===== config.mk =====
export PLATFORM = sky130hd
export DESIGN_NAME = noc_dmem_txn_ctrl
export DESIGN_NICKNAME = d
export VERILOG_FILES = /design/src/rtl/noc_dmem_txn_ctrl.sv
export SDC_FILE = /design/constraint.sdc
export NUM_CORES = 1
export LEC_CHECK = 0
export CAP_MARGIN = 10
export CORE_AREA = 4 4 127 129
export CTS_BUF_LIST = sky130_fd_sc_hd__clkbuf_4 sky130_fd_sc_hd__clkbuf_8
export DETAILED_ROUTE_END_ITERATION = 10
export DIE_AREA = 0 0 131 133
export PLACE_DENSITY = 0.83
export SYNTH_ARGS = -nofsm -noshare
export SYNTH_HDL_FRONTEND = slang
export SYNTH_SLANG_ARGS = --single-unit

===== constraint.sdc =====
create_clock -name clk -period 3.55 [get_ports clk]
set_clock_uncertainty 0.1 [all_clocks]
set_input_delay 1.065 -clock clk [delete_from_list [all_inputs] [get_ports clk]]
set_output_delay 1.065 -clock clk [all_outputs]
set_load 0.02 [all_outputs]

===== src/rtl/noc_dmem_txn_ctrl.sv =====
// ---------------------------------------------------------------------------
// noc_dmem_txn_ctrl
//   Data-memory transaction controller for one core in a small NoC.
//   Each LSU request goes either to the local memory (the target node field
//   of the address equals NODE_ID) or to a remote node as a tagged packet.
//   At most one transaction is outstanding at any time.
//
// Ports
//   clk, rst_n              clock, asynchronous active-low reset
//   lsu2dmem_* / dmem2lsu_* LSU-side SCR1 dmem request / response
//   loc_*                   local memory SCR1 dmem request / response
//   tx_*                    network request packet (valid/ready)
//   rx_*                    network reply packet (valid/ready)
//   busy_o                  transaction in progress
//   timeout_o               one-cycle pulse, remote reply timed out
//   stale_drop_o            one-cycle pulse, an rx beat was discarded
// ---------------------------------------------------------------------------
package noc_dmem_pkg;
  localparam int unsigned SCR1_DMEM_AWIDTH = 32;
  localparam int unsigned SCR1_DMEM_DWIDTH = 32;

  localparam logic       SCR1_MEM_CMD_RD      = 1'b0;
  localparam logic       SCR1_MEM_CMD_WR      = 1'b1;
  localparam logic [1:0] SCR1_MEM_RESP_NOTRDY = 2'b00;
  localparam logic [1:0] SCR1_MEM_RESP_RDY_OK = 2'b01;
  localparam logic [1:0] SCR1_MEM_RESP_RDY_ER = 2'b10;
endpackage

module noc_dmem_txn_ctrl
  import noc_dmem_pkg::*;
#(
  parameter int NODE_ID         = 0,
  parameter int NODE_COUNT      = 9,
  parameter int PACKET_ID_WIDTH = 5,
  parameter int NODE_FIELD_LSB  = 28,
  parameter int TIMEOUT_CYCLES  = 1023
) (
  input  logic                          clk,
  input  logic                          rst_n,
  // LSU side
  input  logic                          lsu2dmem_req_i,
  input  logic                          lsu2dmem_cmd_i,
  input  logic [1:0]                    lsu2dmem_width_i,
  input  logic [SCR1_DMEM_AWIDTH-1:0]   lsu2dmem_addr_i,
  input  logic [SCR1_DMEM_DWIDTH-1:0]   lsu2dmem_wdata_i,
  output logic                          dmem2lsu_req_ack_o,
  output logic [SCR1_DMEM_DWIDTH-1:0]   dmem2lsu_rdata_o,
  output logic [1:0]                    dmem2lsu_resp_o,
  // local memory
  output logic                          loc_req_o,
  output logic                          loc_cmd_o,
  output logic [1:0]                    loc_width_o,
  output logic [SCR1_DMEM_AWIDTH-1:0]   loc_addr_o,
  output logic [SCR1_DMEM_DWIDTH-1:0]   loc_wdata_o,
  input  logic                          loc_req_ack_i,
  input  logic [SCR1_DMEM_DWIDTH-1:0]   loc_rdata_i,
  input  logic [1:0]                    loc_resp_i,
  // network TX
  output logic                          tx_valid_o,
  input  logic                          tx_ready_i,
  output logic [3:0]                    tx_dest_o,
  output logic [PACKET_ID_WIDTH-1:0]    tx_pkt_id_o,
  output logic                          tx_cmd_o,
  output logic [1:0]                    tx_width_o,
  output logic [SCR1_DMEM_AWIDTH-1:0]   tx_addr_o,
  output logic [SCR1_DMEM_DWIDTH-1:0]   tx_wdata_o,
  // network RX
  input  logic                          rx_valid_i,
  output logic                          rx_ready_o,
  input  logic [PACKET_ID_WIDTH-1:0]    rx_pkt_id_i,
  input  logic                          rx_err_i,
  input  logic [SCR1_DMEM_DWIDTH-1:0]   rx_rdata_i,
  // status
  output logic                          busy_o,
  output logic                          timeout_o,
  output logic                          stale_drop_o
);

  localparam int unsigned CNT_W = (TIMEOUT_CYCLES > 1) ? $clog2(TIMEOUT_CYCLES) : 1;

  typedef enum logic [2:0] {
    ST_IDLE,
    ST_LOCAL_WAIT,
    ST_NET_SEND,
    ST_NET_WAIT,
    ST_RESP
  } state_t;

  state_t                        r_state;
  logic [PACKET_ID_WIDTH-1:0]    r_tag;
  logic [PACKET_ID_WIDTH-1:0]    r_pkt_id;
  logic [CNT_W-1:0]              r_cnt;
  logic                          r_cmd;
  logic [1:0]                    r_width;
  logic [SCR1_DMEM_AWIDTH-1:0]   r_addr;
  logic [SCR1_DMEM_DWIDTH-1:0]   r_wdata;
  logic [3:0]                    r_dest;
  logic [SCR1_DMEM_DWIDTH-1:0]   r_rdata;
  logic                          r_err;
  logic                          r_timeout;
  logic                          r_stale;

  logic [3:0] w_target;
  logic       w_local;
  logic       w_node_ok;
  logic       w_idle_req;
  logic       w_rx_match;
  logic       w_rx_stale;
  logic       w_cnt_done;

  assign w_target   = lsu2dmem_addr_i[NODE_FIELD_LSB +: 4];
  assign w_local    = (w_target == 4'(NODE_ID));
  assign w_node_ok  = (32'(w_target) < 32'(NODE_COUNT));
  assign w_idle_req = (r_state == ST_IDLE) && lsu2dmem_req_i;
  assign w_rx_match = rx_valid_i && (r_state == ST_NET_WAIT) && (rx_pkt_id_i == r_pkt_id);
  assign w_rx_stale = rx_valid_i && !w_rx_match;
  // Counter holds the number of NET_WAIT cycles already completed, so the
  // last permitted cycle is the one where it equals TIMEOUT_CYCLES-1.
  assign w_cnt_done = (r_cnt == CNT_W'(TIMEOUT_CYCLES - 1));

  // The reply channel is always accepting except while held in reset.
  assign rx_ready_o   = rst_n;
  assign busy_o       = (r_state != ST_IDLE);
  assign timeout_o    = r_timeout;
  assign stale_drop_o = r_stale;

  assign tx_valid_o  = (r_state == ST_NET_SEND);
  assign tx_dest_o   = r_dest;
  assign tx_pkt_id_o = r_pkt_id;
  assign tx_cmd_o    = r_cmd;
  assign tx_width_o  = r_width;
  assign tx_addr_o   = r_addr;
  assign tx_wdata_o  = r_wdata;

  assign loc_req_o   = w_idle_req && w_local;
  assign loc_cmd_o   = lsu2dmem_cmd_i;
  assign loc_width_o = lsu2dmem_width_i;
  assign loc_addr_o  = lsu2dmem_addr_i;
  assign loc_wdata_o = lsu2dmem_wdata_i;

  always_comb begin
    dmem2lsu_req_ack_o = 1'b0;
    dmem2lsu_resp_o    = SCR1_MEM_RESP_NOTRDY;
    dmem2lsu_rdata_o   = '0;
    if (w_idle_req) begin
      dmem2lsu_req_ack_o = w_local ? loc_req_ack_i : 1'b1;
    end
    case (r_state)
      ST_LOCAL_WAIT: begin
        dmem2lsu_resp_o  = loc_resp_i;
        dmem2lsu_rdata_o = loc_rdata_i;
      end
      ST_RESP: begin
        dmem2lsu_resp_o  = r_err ? SCR1_MEM_RESP_RDY_ER : SCR1_MEM_RESP_RDY_OK;
        dmem2lsu_rdata_o = r_rdata;
      end
      default: ;
    endcase
  end

  always_ff @(posedge clk or negedge rst_n) begin
    if (!rst_n) begin
      r_state   <= ST_IDLE;
      r_tag     <= '0;
      r_pkt_id  <= '0;
      r_cnt     <= '0;
      r_cmd     <= 1'b0;
      r_width   <= '0;
      r_addr    <= '0;
      r_wdata   <= '0;
      r_dest    <= '0;
      r_rdata   <= '0;
      r_err     <= 1'b0;
      r_timeout <= 1'b0;
      r_stale   <= 1'b0;
    end else begin
      r_timeout <= 1'b0;
      r_stale   <= w_rx_stale;
      case (r_state)
        ST_IDLE: begin
          if (lsu2dmem_req_i) begin
            if (w_local) begin
              if (loc_req_ack_i) r_state <= ST_LOCAL_WAIT;
            end else if (w_node_ok) begin
              r_cmd    <= lsu2dmem_cmd_i;
              r_width  <= lsu2dmem_width_i;
              r_addr   <= lsu2dmem_addr_i;
              r_wdata  <= lsu2dmem_wdata_i;
              r_dest   <= w_target;
              r_pkt_id <= r_tag;
              r_state  <= ST_NET_SEND;
            end else begin
              r_err   <= 1'b1;
              r_rdata <= '0;
              r_state <= ST_RESP;
            end
          end
        end
        ST_LOCAL_WAIT: begin
          if (loc_resp_i != SCR1_MEM_RESP_NOTRDY) r_state <= ST_IDLE;
        end
        ST_NET_SEND: begin
          if (tx_ready_i) begin
            r_tag   <= r_tag + 1'b1;
            r_cnt   <= '0;
            r_state <= ST_NET_WAIT;
          end
        end
        ST_NET_WAIT: begin
          // A matching reply takes priority over an expiring timeout.
          if (w_rx_match) begin
            r_err   <= rx_err_i;
            r_rdata <= ((r_cmd == SCR1_MEM_CMD_RD) && !rx_err_i) ? rx_rdata_i : '0;
            r_state <= ST_RESP;
          end else if (w_cnt_done) begin
            r_timeout <= 1'b1;
            r_err     <= 1'b1;
            r_rdata   <= '0;
            r_state   <= ST_RESP;
          end else begin
            r_cnt <= r_cnt + 1'b1;
          end
        end
        ST_RESP: begin
          r_state <= ST_IDLE;
        end
        default: r_state <= ST_IDLE;
      endcase
    end
  end

endmodule


ff_map.png
Other sequential cells in the stronger grey, the rest of the logic in the fainter grey.
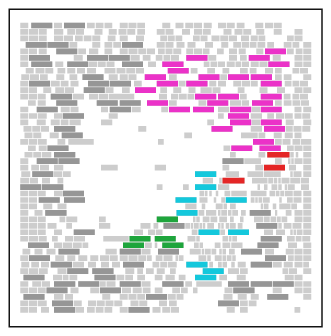
green -> r_tag  # placed flops 5, where bottom centre
red -> r_state  # placed flops 3
magenta -> r_rdata  # placed flops 32
cyan -> r_cnt  # placed flops 10
not coloured = 75

pinout.png
Pins as bars across the die edge, other pins in grey.
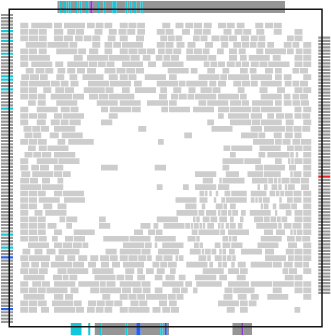
red -> busy_o  # pins 1, direction output, edge right
blue -> tx_pkt_id_o  # pins 5, direction output, edge 3 bottom, 2 left
purple -> lsu2dmem_width_i  # pins 2, direction input, edge 1 bottom, 1 top
cyan -> tx_wdata_o  # pins 32, direction output, edge 14 top, 9 left, 9 bottom

layers.png
Bar = 50 um.
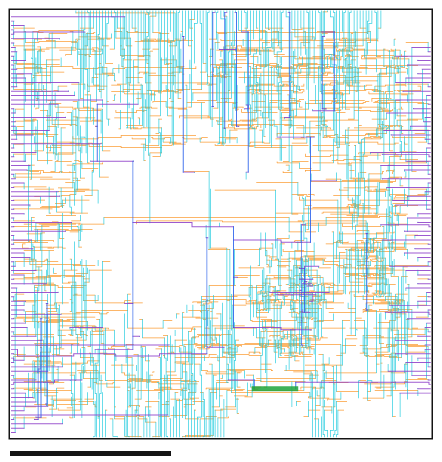
green -> M5  # wire length 12.9 um
cyan -> M2  # wire length 9,250 um
blue -> M4  # wire length 599 um
purple -> M3  # wire length 1,570 um
orange -> M1  # wire length 6,680 um
drt total wl: 18,100 um
routed via count: 4,885
DR WL/cell: 19.0 um
all-layer global routing usage: 20.6%

clock_wires.png
Bar = 50 um.
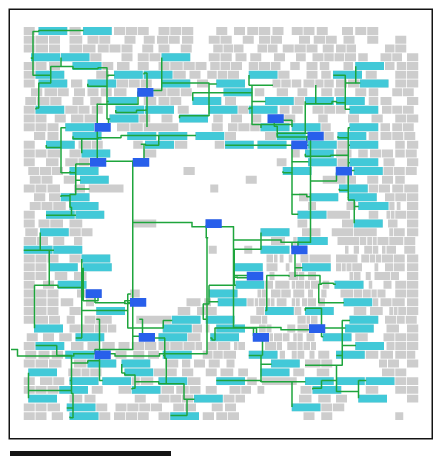
green -> clock wires  # length 1,620 um
blue -> clock-net drivers  # count 17
cyan -> flip-flops  # count 125
routed clock nets = 18

clock_nets.png
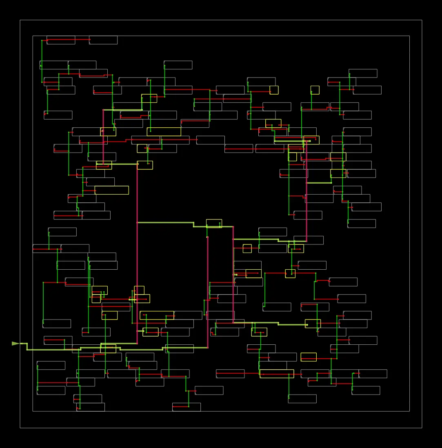
clk_lat worst skew: 0.43 ns
Clock group: 1.41 mW
CTS sink count: 125

==> Slide: Implementation Results <==
Run Summary

Logic synthesis
  – Post-synthesis cell count: 478
  – Avg Cell Area, Syn: 12.6 um2
  – Synth top cell by count: dfrtp_1
  – Yosys Instances: 478
  – Ys flops: 125
  – Yosys top cell by area: dfrtp_1
  – Top post-synthesis cells by count: dfrtp_1 (125), buf_4 (80), mux2_2 (72), a22o_1 (65), nand2_1 (17)
  – Syn Std Cell Area: 6020 um2
  – Top area cell types: dfrtp_1 (52%), mux2_2 (13%), buf_4 (10%)
  – Synth Warn #: 0
  – Ys flop type: dfrtp_1
  – Async SR Flop Fraction: 100%
  – Post-synthesis sequential area ratio: 52.0%
  – Max-area cell share: 52.0%

Global routing
  – Remaining Overflow, GRT: 0
  – First-pass GRT wire length: 27,800 um
  – Routing usage on met3: 7.59%
  – GRT met1 Usage: 22.6%
  – Global routing's busiest layer: met2
  – Global-route track usage on met2: 35.5%

CTS
  – Root Buffer Master: clkbuf_8
  – Clk buf depth: 2
  – CTS Buf Count: 17
  – H-Tree Depth: 4
  – TritonCTS clock tree: done
  – Worst-path clk slew: 0.07 ns

Critical path
  – CP Class: input pin to output port
  – Levels on crit path: 5
  – Slowest-stage cell, CP: or4_4
  – CP endpoint kind: output port
  – Setup slack, reg-to-reg: 1.02 ns
  – Worst path required time: 2.38 ns
  – Worst r2r path cells: 8
  – Worst setup path endpoint: dmem2lsu_req_ack_o
  – CP delay by family, top: simple AND/OR/NAND/NOR gates
  – Crit-path max FO: 3
  – Crit path cell chain: clkdlybuf4s50_1, or4_4, nor2_4, nor2_1, buf_4
  – RR Endpoint: r_err
  – CP bufs+invs: 2
  – Crit path launch type: input pin

Route
  – Iteration-0 DRC Markers: 229
  – Final antenna-violating net count: 0
  – Pre-antenna DRT Iters: 4
  – Post-route DRC: 0
  – Routed vias/inst: 5.12

Cells and area
  – Fin cells: 955
  – Top Layout Cells: clkdlybuf4s50_1 (323), dfrtp_1 (123), mux2_2 (72), a22o_1 (65), buf_4 (22)
  – Inserted Diodes: 0
  – Finished Core Util: 63.5%
  – Design Area, Final: 9540 um2
  – Most numerous logic cell after layout: clkdlybuf4s50_1
  – Syn-to-layout area delta: 58.5%
  – Layout cells sized above 1: 19.3%

Final timing
  – Final Hold Fails: 0
  – Tcrit/Tclk final: 100%
  – Setup TNS Final: -0.00769 ns
  – Final min period: 3.56 ns
  – Slack of the critical path: -0.00769 ns
  – Worst Hold Slack: 0.385 ns
  – Actual slew at the worst max-slew pin: 0.914 ns
  – Final setup violation count: 1
  – Fmax: 281 MHz

Power and ir drop
  – Share of power burned in combinational logic: 46.9%
  – P_int: 4.41 mW
  – Flop pwr share: 32.5%
  – Power per cell area: 716 nW/um2
  – Final Power: 6.83 mW
  – Leakage Power: 4.03 nW
  – Switch share: 35.4%

Die
  – Die area: 17,400 um2
  – Core region area: 15,000 um2
  – Std cell rows: 45

Hold path
  – Worst hold endpoint: r_tag[4]
  – Worst Hold Class: register to register

Place
  – Buffers on Ports: 328
  – Hpwl dp: 14,100 um
  – Placed cells: 923

Run status
  – Failing checks: setup timing
  – Status: complete, but fails checks

Flow run
  – Log Warnings: 29
-- routing by layer --
metal  vias up  wire length (um)
met4         2               599
met3        49              1570
met1      2364              6680
met5         -                12
met2       247              9250
li1       2223                 -
-- power groups by stage --
stage	sequential [mW]	combinational [mW]	clock (mW)
after detailed placement	2.25	3.22	0
after CTS	2.23	3.24	1.45
after floorplan	2.68	1.21	0
after global routing	2.29	3.39	1.51
after global placement	2.21	3.16	0
final	2.22	3.20	1.41
-- worst register-to-register path, cell delays in order, from the launching register on --
cell,delay [ns]
dfrtp_1,0.40
inv_1,0.06
ha_1,0.20
and4_1,0.21
nor3b_1,0.18
a21o_1,0.21
a21boi_4,0.72
inv_1,0.14
o22a_1,0.21
-- repair_timing --
action / in CTS / in global routing
pin swaps: 0 / 1
resized: 12 / 5
setup endpoints to repair: 31 / 3
-- kinds of logic (layout without fill, tap and decap cells) --
kind of cell,count (synthesis),count (layout),synth area share (%)
mux,74,74,13.8
flops,125,125,52.0
simple gates,67,67,6.82
compound gates,96,96,13.0
xor+xnor,10,10,1.46
fa+ha+maj,3,3,0.624
buf+inv,103,392,12.3
-- registers in the layout, summed over array words and instances (netlist names) --
signal / flops
r_tag: 5
tx_cmd_o: 1
tx_addr_o: 32
timeout_o: 1
r_err: 1
stale_drop_o: 1
r_cnt: 10
r_rdata: 32
tx_width_o: 2
r_state: 3
tx_pkt_id_o: 5
tx_wdata_o: 32
-- area by class of cell --
type / count / area, um2 / area share (%)
Timing Repair Buffer: 351 / 3500 / 36.7
Clock buffer: 20 / 275 / 2.89
Sequential cell: 125 / 3130 / 32.8
Clock inverter: 12 / 184 / 1.93
Inverter: 9 / 33.8 / 0.354
Tap cell: 188 / 235 / 2.47
Multi-Input combinational cell: 250 / 2180 / 22.8
No activity file was given, so power comes from the tool's default toggle rates.
